--- config.mk ---
export PLATFORM = sky130hd
export DESIGN_NAME = cascade_updown_cntr_flat
export DESIGN_NICKNAME = d
export VERILOG_FILES = /design/src/rtl/cascade_updown_cntr_pkg.sv /design/src/rtl/cascade_updown_cntr_if.sv /design/src/rtl/cascade_updown_cntr_digit.sv /design/src/rtl/cascade_updown_cntr.sv /design/src/flat_wrapper.sv
export SDC_FILE = /design/constraint.sdc
export NUM_CORES = 1
export LEC_CHECK = 0
export CORE_MARGIN = 2
export CORE_UTILIZATION = 46
export DETAILED_ROUTE_END_ITERATION = 16
export PLACE_DENSITY_LB_ADDON = 0.2
export SYNTH_ARGS = -nofsm -noshare
export SYNTH_HDL_FRONTEND = slang
export SYNTH_SLANG_ARGS = --single-unit
--- constraint.sdc ---
create_clock -name clk -period 1.9 [get_ports clk]
set_input_delay 0.19 -clock clk [delete_from_list [all_inputs] [get_ports clk]]
set_output_delay 0.19 -clock clk [all_outputs]
set_load 0.005 [all_outputs]
--- src/rtl/cascade_updown_cntr_pkg.sv ---
// Shared types for the cascaded up/down counter: digit operation encoding and request decode.
// Optional saturation is controlled by CASCADE_CNTR_SATURATE_EN in the top level.
package cntr_pkg;

    // OP_LOAD doubles as clear: the top feeds an all-zero load word when clear is set.
    typedef enum logic [1:0] {
        OP_HOLD,
        OP_UP,
        OP_DOWN,
        OP_LOAD
    } cntr_op_t;

    // Priority: clear > load > (inc XOR dec) > hold.
    function automatic cntr_op_t decode_op(input logic clear, input logic load,
                                           input logic inc, input logic dec);
        if (clear || load)
            return OP_LOAD;
        else if (inc && !dec)
            return OP_UP;
        else if (dec && !inc)
            return OP_DOWN;
        else
            return OP_HOLD;
    endfunction

endpackage

--- src/rtl/cascade_updown_cntr_if.sv ---
// Request/result bundle between a controller (master) and the cascaded counter (slave).
interface cascade_updown_cntr_if #(
    parameter int WIDTH  = 4,
    parameter int DIGITS = 4
);
    logic                    inc;
    logic                    dec;
    logic                    clear;
    logic                    load;
    logic [DIGITS*WIDTH-1:0] load_val;
    logic [DIGITS*WIDTH-1:0] count;
    logic                    expired;
    logic                    underflow;

    modport master (
        output inc, dec, clear, load, load_val,
        input  count, expired, underflow
    );

    modport slave (
        input  inc, dec, clear, load, load_val,
        output count, expired, underflow
    );
endinterface

--- src/rtl/cascade_updown_cntr_digit.sv ---
// One modulo-(N+1) digit cell: loads with clamping to N, steps only when the lower chain enables it.
module cntr_digit
    import cntr_pkg::*;
#(
    parameter int WIDTH = 4,
    parameter int N     = 9
) (
    input  logic             clk,
    input  logic             reset,
    input  cntr_op_t         i_op,
    input  logic             i_carry_in,
    input  logic             i_borrow_in,
    input  logic [WIDTH-1:0] i_load,
    output logic [WIDTH-1:0] o_digit,
    output logic             o_carry_out,
    output logic             o_borrow_out
);
    localparam logic [WIDTH-1:0] MAX_DIGIT = WIDTH'(N);

    logic [WIDTH-1:0] r_digit;

    // NOTE: non-blocking updates let every cell see the pre-edge carry/borrow chain, so no partial step is visible.
    always_ff @(posedge clk or posedge reset) begin
        if (reset) begin
            r_digit <= '0;
        end else begin
            unique case (i_op)
                OP_LOAD: r_digit <= (i_load > MAX_DIGIT) ? MAX_DIGIT : i_load;
                OP_UP:   if (i_carry_in)
                             r_digit <= (r_digit == MAX_DIGIT) ? '0 : r_digit + 1'b1;
                OP_DOWN: if (i_borrow_in)
                             r_digit <= (r_digit == '0) ? MAX_DIGIT : r_digit - 1'b1;
                default: r_digit <= r_digit;
            endcase
        end
    end

    assign o_digit      = r_digit;
    assign o_carry_out  = (r_digit == MAX_DIGIT);
    assign o_borrow_out = (r_digit == '0);
endmodule

--- src/rtl/cascade_updown_cntr.sv ---
// Multi-digit up/down counter built from cntr_digit cells with whole-chain wrap pulses.
// Define CASCADE_CNTR_SATURATE_EN to saturate at all-N / all-0 instead of wrapping.
module cascade_updown_cntr
    import cntr_pkg::*;
#(
    parameter int WIDTH  = 4,
    parameter int N      = 9,
    parameter int DIGITS = 4
) (
    input  logic                  clk,
    input  logic                  reset,
    cascade_updown_cntr_if.slave  bus
);
    cntr_op_t                w_op_req;
    cntr_op_t                w_op;
    logic [DIGITS:0]         w_carry;
    logic [DIGITS:0]         w_borrow;
    logic [DIGITS-1:0]       w_at_max;
    logic [DIGITS-1:0]       w_at_min;
    logic [DIGITS*WIDTH-1:0] w_load_word;
    logic [DIGITS*WIDTH-1:0] w_count;
    logic                    w_wrap_up;
    logic                    w_wrap_down;
    logic                    r_expired;
    logic                    r_underflow;

    assign w_op_req    = decode_op(bus.clear, bus.load, bus.inc, bus.dec);
    assign w_load_word = bus.clear ? '0 : bus.load_val;

    // Digit k steps only when every lower digit is at its wrap point.
    assign w_carry[0]  = 1'b1;
    assign w_borrow[0] = 1'b1;

    for (genvar k = 0; k < DIGITS; k++) begin : g_digit
        cntr_digit #(
            .WIDTH (WIDTH),
            .N     (N)
        ) u_digit (
            .clk          (clk),
            .reset        (reset),
            .i_op         (w_op),
            .i_carry_in   (w_carry[k]),
            .i_borrow_in  (w_borrow[k]),
            .i_load       (w_load_word[k*WIDTH +: WIDTH]),
            .o_digit      (w_count[k*WIDTH +: WIDTH]),
            .o_carry_out  (w_at_max[k]),
            .o_borrow_out (w_at_min[k])
        );

        assign w_carry[k+1]  = w_carry[k]  & w_at_max[k];
        assign w_borrow[k+1] = w_borrow[k] & w_at_min[k];
    end

    assign w_wrap_up   = (w_op_req == OP_UP)   && w_carry[DIGITS];
    assign w_wrap_down = (w_op_req == OP_DOWN) && w_borrow[DIGITS];

`ifdef CASCADE_CNTR_SATURATE_EN
    // A step that would wrap the whole chain is turned into a hold; the pulse still fires.
    assign w_op = (w_wrap_up || w_wrap_down) ? OP_HOLD : w_op_req;
`else
    assign w_op = w_op_req;
`endif

    always_ff @(posedge clk or posedge reset) begin
        if (reset) begin
            r_expired   <= 1'b0;
            r_underflow <= 1'b0;
        end else begin
            r_expired   <= w_wrap_up;
            r_underflow <= w_wrap_down;
        end
    end

    assign bus.count     = w_count;
    assign bus.expired   = r_expired;
    assign bus.underflow = r_underflow;
endmodule

--- src/flat_wrapper.sv ---
// flat-port wrapper written by rule: the top's interface ports become plain ports
module cascade_updown_cntr_flat import cntr_pkg::*;
#(
    parameter int WIDTH  = 4,
    parameter int N      = 9,
    parameter int DIGITS = 4
)
  (clk, reset, bus_inc, bus_dec, bus_clear, bus_load, bus_load_val, bus_count, bus_expired, bus_underflow);
  cascade_updown_cntr_if #(.WIDTH(WIDTH), .DIGITS(DIGITS)) bus_i ();
  input  logic clk;
  input  logic reset;
  input wire logic [$bits(bus_i.inc)-1:0] bus_inc;
  input wire logic [$bits(bus_i.dec)-1:0] bus_dec;
  input wire logic [$bits(bus_i.clear)-1:0] bus_clear;
  input wire logic [$bits(bus_i.load)-1:0] bus_load;
  input wire logic [$bits(bus_i.load_val)-1:0] bus_load_val;
  output wire logic [$bits(bus_i.count)-1:0] bus_count;
  output wire logic [$bits(bus_i.expired)-1:0] bus_expired;
  output wire logic [$bits(bus_i.underflow)-1:0] bus_underflow;
  assign bus_i.inc = bus_inc;
  assign bus_i.dec = bus_dec;
  assign bus_i.clear = bus_clear;
  assign bus_i.load = bus_load;
  assign bus_i.load_val = bus_load_val;
  assign bus_count = bus_i.count;
  assign bus_expired = bus_i.expired;
  assign bus_underflow = bus_i.underflow;
  cascade_updown_cntr #(.WIDTH(WIDTH), .N(N), .DIGITS(DIGITS)) u_core (.clk(clk), .reset(reset), .bus(bus_i));
endmodule
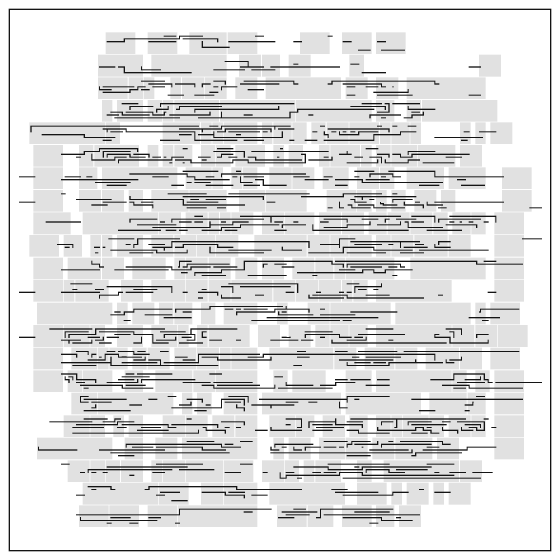
Fig. 1. Signal wires on met1.
longest straight run	20.7 µm
wire length on this layer	2,370 µm
WL final: 5500 µm
met1 usage: 38.2%
vias: 2,018

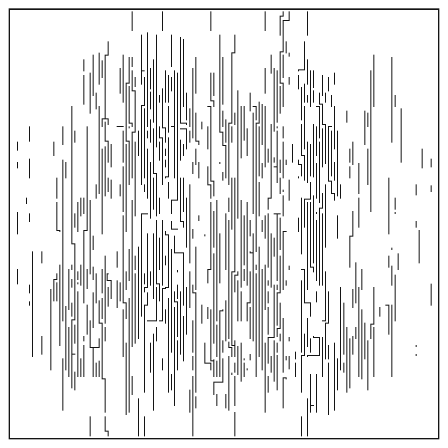
Fig. 2. Met2 routing.
wire length on this layer	2,710 µm
nets with wire on the layer	288
longest straight run	24.5 µm
share of all routed wire	49%
main direction	vertical

==> deck_impl_summary.md <==
Implementation Results

Global routing
  • GR Util met2: about two fifths
  • Global-route wire length before repair: around 8900 µm
  • GR peak layer: met2
  • Initial antenna violation count: 0
  • GRT Util Overall: between 20% and 30%

Pwr
  • Power Total: between 1.5 and 2 mW
  • Sequential group power: 0.495 mW
  • Leakage: approximately 1.2 nW
  • P_int: 1.19 mW
  • Top pwr grp: combinational cells
  • Pwr/cell area: slightly below 700 nW/µm²

Clocking
  • Sink Count: 18
  • TritonCTS buffer count: 3
  • Htree depth: 1

Final timing
  • Setup-failing EPs final: 2
  • TNS Setup: -0.0665 ns
  • Worst Clk Skew: ~0.0035 ns
  • Final WS setup: -0.0602 ns
  • Fin Hold WS: between 0.2 and 0.3 ns
  • Slew @ Worst Pin: 0.316 ns
  • Endpoints failing hold: 0

Outcome
  • Failing checks: negative setup slack
  • Status: complete, but fails checks

Synth
  • Seq/Total Area, Yosys: a little over a quarter
  • Post-Synth Simple-Gate Area: 22.3%
  • Top_reg_cell synth: dfrtp_1
  • YS chip area: 1720 µm²
  • Synth async-reset ratio: 100%

Min path
  • Worst hold-check path type: primary input to asynchronous set/reset pin

Cells and area
  • Post-route cell area: between 2000 and 3000 µm²
  • Max reg flops: 16
  • Non-Clock Inverter Count: 20
  • Post-route non-filler standard cell count: around 350

Floorplan
  • Tap cells: 48

Routing
  • First-iteration detailed-routing DRC count: 145
  • Max Used Layer: met4
  • Post-DRT Antenna Nets: 0
  • Vias/cell: approximately 5.7
  • Metal-1 WL: 2370 µm

Setup path
  • CP max FO: 8
  • WP data arrival: 2.10 ns
  • Worst Setup SP: u_core.g_digit[0].u_digit.o_digit[0]
  • Crit path buffers/inverters: 2
  • R2R depth: 8
  • R2r startpoint: u_core.g_digit[0].u_digit.o_digit[0]
No activity file was given, so power comes from the tool's default toggle rates.
